==> config.mk <==
export PLATFORM = sky130hd
export DESIGN_NAME = ex_muldiv_unit
export DESIGN_NICKNAME = d
export VERILOG_FILES = /design/src/rtl/muldiv_pkg.sv /design/src/rtl/div_step.sv /design/src/rtl/ex_muldiv_unit.sv
export SDC_FILE = /design/constraint.sdc
export NUM_CORES = 2
export LEC_CHECK = 0
export ABC_AREA = 1
export CAP_MARGIN = 0
export CORE_MARGIN = 2
export CORE_UTILIZATION = 40
export DETAILED_ROUTE_END_ITERATION = 7
export PLACE_DENSITY = 0.55
export SETUP_SLACK_MARGIN = 0.4
export SYNTH_ARGS = -nofsm -noshare
export SYNTH_HDL_FRONTEND = slang
export SYNTH_HIERARCHICAL = 1
export SYNTH_SLANG_ARGS = --single-unit
==> constraint.sdc <==
create_clock -name clk -period 2.9 [get_ports clk]
set_input_delay 0.725 -clock clk [delete_from_list [all_inputs] [get_ports clk]]
set_output_delay 0.725 -clock clk [all_outputs]
set_load 0.005 [all_outputs]
==> src/rtl/muldiv_pkg.sv <==
// Shared types and constants for the iterative RV64M multiply/divide unit.
package muldiv_pkg;

  localparam int WORD_WIDTH = 32;
  localparam int CNT_WIDTH  = 7;

  typedef enum logic [2:0] {
    OP_MUL    = 3'd0,
    OP_MULH   = 3'd1,
    OP_MULHSU = 3'd2,
    OP_MULHU  = 3'd3,
    OP_DIV    = 3'd4,
    OP_DIVU   = 3'd5,
    OP_REM    = 3'd6,
    OP_REMU   = 3'd7
  } muldiv_op_e;

  typedef enum logic [1:0] {
    S_IDLE  = 2'd0,
    S_CALC  = 2'd1,
    S_FIXUP = 2'd2,
    S_DONE  = 2'd3
  } muldiv_state_e;

endpackage

==> src/rtl/div_step.sv <==
// One restoring-division step: shift in a dividend bit, trial-subtract the divisor.
module div_step #(
  parameter int WIDTH = 64
) (
  input  logic [WIDTH-1:0] rem_in,
  input  logic             dividend_bit,
  input  logic [WIDTH-1:0] divisor,
  output logic [WIDTH-1:0] rem_out,
  output logic             q_bit
);

  logic [WIDTH:0] shifted;
  logic [WIDTH:0] diff;

  // rem_in < divisor, so the shifted value is below 2*divisor and fits WIDTH+1 bits
  assign shifted = {rem_in, dividend_bit};
  assign diff    = shifted - {1'b0, divisor};
  assign q_bit   = ~diff[WIDTH];
  assign rem_out = q_bit ? diff[WIDTH-1:0] : shifted[WIDTH-1:0];

endmodule

==> src/rtl/ex_muldiv_unit.sv <==
// Iterative RV64M multiply/divide execute unit: shift-add multiply, restoring divide,
// sign handled as magnitudes plus a final conditional negate.
module ex_muldiv_unit
  import muldiv_pkg::*;
#(
  parameter int DATA_WIDTH   = 64,
  parameter int REG_ID_WIDTH = 5
) (
  input  logic                    clk,
  input  logic                    reset,
  input  logic                    flush,
  input  logic                    in_valid,
  output logic                    in_ready,
  input  logic [2:0]              func3,
  input  logic                    is_word,
  input  logic [DATA_WIDTH-1:0]   op_a,
  input  logic [DATA_WIDTH-1:0]   op_b,
  input  logic [REG_ID_WIDTH-1:0] dest_in,
  output logic                    out_valid,
  input  logic                    out_ready,
  output logic [DATA_WIDTH-1:0]   result,
  output logic [REG_ID_WIDTH-1:0] dest_out,
  output logic                    busy
);

  localparam int W = DATA_WIDTH;

  function automatic logic [W-1:0] sext_word(input logic [WORD_WIDTH-1:0] v);
    return {{(W-WORD_WIDTH){v[WORD_WIDTH-1]}}, v};
  endfunction

  muldiv_state_e state_reg, state_next;
  muldiv_op_e    op_reg;
  logic          word_reg, neg_reg;
  logic [W-1:0]  mcand_reg, shift_reg, result_reg;
  logic [2*W-1:0] acc_reg;
  logic [CNT_WIDTH-1:0] cnt_reg;
  logic [REG_ID_WIDTH-1:0] dest_reg;

  logic accept;
  assign accept = in_valid && in_ready && !flush;

  // Accept-time operand decode
  muldiv_op_e op_in;
  logic sign_a, sign_b, a_neg, b_neg, res_neg, div_zero, overflow, special;
  logic [W-1:0] a_ext, b_ext, a_mag, b_mag, min_val, dividend_val, special_val;

  always_comb begin
    op_in = muldiv_op_e'(func3);
    if (is_word && (func3 == 3'd1 || func3 == 3'd2 || func3 == 3'd3)) op_in = OP_MUL;
    sign_a = (op_in == OP_MULH) || (op_in == OP_MULHSU) || (op_in == OP_DIV) || (op_in == OP_REM);
    sign_b = (op_in == OP_MULH) || (op_in == OP_DIV) || (op_in == OP_REM);
    a_ext = op_a;
    b_ext = op_b;
    if (is_word) begin
      a_ext = sign_a ? sext_word(op_a[WORD_WIDTH-1:0]) : {{(W-WORD_WIDTH){1'b0}}, op_a[WORD_WIDTH-1:0]};
      b_ext = sign_b ? sext_word(op_b[WORD_WIDTH-1:0]) : {{(W-WORD_WIDTH){1'b0}}, op_b[WORD_WIDTH-1:0]};
    end
    a_neg = sign_a && a_ext[W-1];
    b_neg = sign_b && b_ext[W-1];
    a_mag = a_neg ? -a_ext : a_ext;
    b_mag = b_neg ? -b_ext : b_ext;
    case (op_in)
      OP_MULH, OP_DIV:   res_neg = a_neg ^ b_neg;
      OP_MULHSU, OP_REM: res_neg = a_neg;
      default:           res_neg = 1'b0;
    endcase
    min_val = is_word ? sext_word({1'b1, {(WORD_WIDTH-1){1'b0}}}) : {1'b1, {(W-1){1'b0}}};
    div_zero = func3[2] && (b_ext == '0);
    overflow = ((op_in == OP_DIV) || (op_in == OP_REM)) && (a_ext == min_val) && (b_ext == '1);
    special  = div_zero || overflow;
    dividend_val = is_word ? sext_word(op_a[WORD_WIDTH-1:0]) : op_a;
    // func3[1] separates remainder from quotient among the divide encodings
    if (div_zero) special_val = func3[1] ? dividend_val : '1;
    else          special_val = func3[1] ? '0 : dividend_val;
  end

  // Iteration datapath
  logic [W-1:0] rem_next;
  logic         q_bit;
  logic [W:0]   mul_sum;
  logic [CNT_WIDTH-1:0] n_last;

  div_step #(.WIDTH(W)) u_div_step (
    .rem_in       (acc_reg[2*W-1:W]),
    .dividend_bit (shift_reg[W-1]),
    .divisor      (mcand_reg),
    .rem_out      (rem_next),
    .q_bit        (q_bit)
  );

  assign mul_sum = {1'b0, acc_reg[2*W-1:W]} + (shift_reg[0] ? {1'b0, mcand_reg} : '0);
  assign n_last  = word_reg ? CNT_WIDTH'(WORD_WIDTH-1) : CNT_WIDTH'(W-1);

  // Final result selection, negate and word sign-extension
  logic [2*W-1:0] prod;
  logic [W-1:0]   sel, fixed;

  always_comb begin
    // MULH sign must be applied to the full product, not just its high half
    prod = neg_reg ? -acc_reg : acc_reg;
    case (op_reg)
      OP_MUL:                       sel = word_reg ? {{(W-WORD_WIDTH){1'b0}}, prod[W-1:W-WORD_WIDTH]} : prod[W-1:0];
      OP_MULH, OP_MULHSU, OP_MULHU: sel = prod[2*W-1:W];
      OP_DIV, OP_DIVU:              sel = neg_reg ? -acc_reg[W-1:0] : acc_reg[W-1:0];
      default:                      sel = neg_reg ? -acc_reg[2*W-1:W] : acc_reg[2*W-1:W];
    endcase
    fixed = word_reg ? sext_word(sel[WORD_WIDTH-1:0]) : sel;
  end

  always_ff @(posedge clk) begin
    if (reset) begin
      op_reg <= OP_MUL; word_reg <= 1'b0; neg_reg <= 1'b0;
      mcand_reg <= '0; shift_reg <= '0; acc_reg <= '0; cnt_reg <= '0;
      result_reg <= '0; dest_reg <= '0;
    end else if (accept) begin
      op_reg    <= op_in;
      word_reg  <= is_word;
      neg_reg   <= res_neg;
      dest_reg  <= dest_in;
      cnt_reg   <= '0;
      acc_reg   <= '0;
      mcand_reg <= func3[2] ? b_mag : a_mag;
      // Word dividends sit in the upper half so MSB-first shifting needs only 32 steps
      shift_reg <= func3[2] ? (is_word ? (a_mag << WORD_WIDTH) : a_mag) : b_mag;
      if (special) result_reg <= special_val;
    end else if (!flush && state_reg == S_CALC) begin
      if (op_reg[2]) begin
        acc_reg   <= {rem_next, acc_reg[W-2:0], q_bit};
        shift_reg <= shift_reg << 1;
      end else begin
        acc_reg   <= {mul_sum, acc_reg[W-1:1]};
        shift_reg <= shift_reg >> 1;
      end
      if (cnt_reg != n_last + CNT_WIDTH'(1)) cnt_reg <= cnt_reg + CNT_WIDTH'(1);
    end else if (!flush && state_reg == S_FIXUP) begin
      result_reg <= fixed;
    end
  end

  always_ff @(posedge clk) begin
    if (reset) state_reg <= S_IDLE;
    else       state_reg <= state_next;
  end

  always_comb begin
    state_next = state_reg;
    case (state_reg)
      S_IDLE:  if (accept) state_next = special ? S_DONE : S_CALC;
      S_CALC:  if (cnt_reg == n_last) state_next = S_FIXUP;
      S_FIXUP: state_next = S_DONE;
      S_DONE:  if (out_ready) state_next = S_IDLE;
      default: state_next = S_IDLE;
    endcase
    if (flush) state_next = S_IDLE;
  end

  always_comb begin
    in_ready  = (state_reg == S_IDLE);
    out_valid = (state_reg == S_DONE);
    busy      = (state_reg != S_IDLE);
  end

  assign result   = result_reg;
  assign dest_out = dest_reg;

endmodule
==> Slide: Implementation Results <==
Key Metrics from the Run

Min path
  • WHS Path Cells: 1
  • Hold EP: cnt_reg[6]

Synth
  • Distinct lib cells used: 59
  • Syn Nets: 8553
  • Ys cells: 8270

Placement
  • Post-Place Cells: 11112
  • Routability-driven placement congestion ratio: 1.13
  • Dpl ws: -1290 ps

Global routing
  • Total congestion overflow: 0
  • Overall routing resource usage: 45.2%

Outcome
  • Status: finished with violations
  • Failing checks: design-rule violations, negative setup slack

Power and ir drop
  • VDD IR-drop max: 426 uV

Final timing
  • # setup viols final: 62
  • Setup WS post-layout: -150 ps
  • Rel. slew slack: 38.7%
  • WHS: 474 ps
  • RSZ-0062 raised after global routing: true

Final layout
  • Area grow syn2layout: 57.4%
  • Flip-flops: 339
  • Final net count: 10210
  • Post-Route Utilization: 63.4%
  • Multi-input gate area: 0.0359 mm2

Drt
  • DRC errors left: 13
  • Wire per inst: 23.6 um
  • Met3 WL: 34200 um

Clock tree
  • # resized after CTS: 691
  • Clock root buffer: clkbuf_16
  • Sink Count: 339
  • Number of setup buffers added after CTS: 59

Floorplan
  • Num ports: 214

Critical path
  • Crit-path max FO: 4
  • CP peak stage delay: 390 ps
==> power groups by stage <==
stage / Sequential [mW] / Clock, mW / Combinational [mW]
floorplan: 4.98 / 0 / 3.72
global placement: 5.05 / 0 / 7.86
detailed placement: 5.05 / 0 / 7.89
CTS: 4.95 / 6.27 / 8.30
global route: 4.96 / 6.44 / 9.81
finish: 4.96 / 6.24 / 9.36
==> kinds of logic (layout without fill, tap and decap cells) <==
logic type,after synthesis,after routing,synth area share [%]
compound gates,1320,1320,16.7
xor+xnor,216,216,4.39
fa+ha+maj,141,141,4.13
buf+inv,1473,3159,13.4
flops,339,339,15.7
mux,1,1,0.0232
other cells,0,8,0
simple gates,4780,4785,45.7
==> cell usage after synthesis (all sizes together), types with 15 or more instances <==
master | number | area [um2]
clkbuf | 253 | 950
nor3 | 71 | 370
xnor2 | 18 | 158
nand2 | 2753 | 10400
nor4 | 19 | 125
a22oi | 15 | 113
ha | 139 | 1740
o211ai | 64 | 480
dfxtp | 339 | 6790
a21oi | 541 | 2710
o21ai | 541 | 2720
buf | 83 | 551
inv | 1131 | 4250
nand3 | 613 | 3100
o21bai | 28 | 214
xor2 | 198 | 1730
nor2 | 1103 | 4190
or2 | 33 | 206
o221ai | 15 | 131
a21o | 16 | 120
a31oi | 53 | 332
nand4 | 96 | 601
nand3b | 79 | 593
==> layout by cell type, fill, tap and decap left out, drive strengths merged, types with 64 or more instances in the layout <==
master / synthesis / layout
clkbuf: 253 / 73
ha: 139 / 139
inv: 1131 / 1134
xor2: 198 / 198
a21oi: 541 / 541
clkdlybuf4s50: 0 / 133
dfxtp: 339 / 339
buf: 83 / 1719
nand2: 2753 / 2758
nor2: 1103 / 1103
nand3b: 79 / 79
nor3: 71 / 71
o21ai: 541 / 541
nand4: 96 / 96
nand3: 613 / 613
o211ai: 64 / 64
met2.png
Scale bar: 100 um.
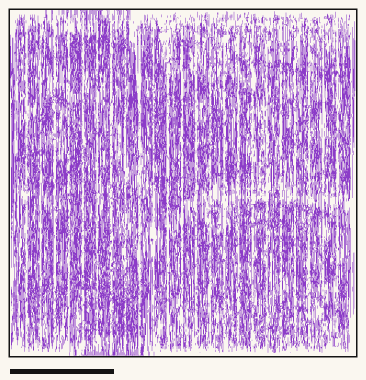
The layer holds 42% of the routed length. The longest straight run is 159 um. The layer carries 111 mm of wire.
met2 Usage GRT: 68.2%
final WL: 268000 um
routed vias: 64234

met3.png
Cells faint in the background.
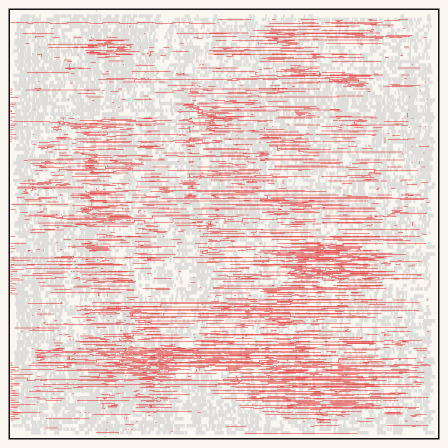
The wires run mostly horizontal. 1493 nets have wire on it.
met3 usage: 12.7%

met4.png
Scale bar: 100 um. Supply wires on this layer in grey.
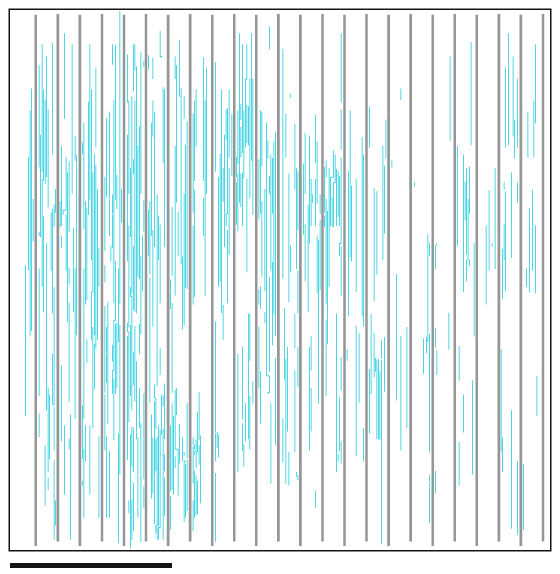
374 nets have wire on it. The layer carries 19700 um of wire. The layer holds 7.3% of the routed length. The wires run mostly vertical.

No activity file was given, so power comes from the tool's default toggle rates.
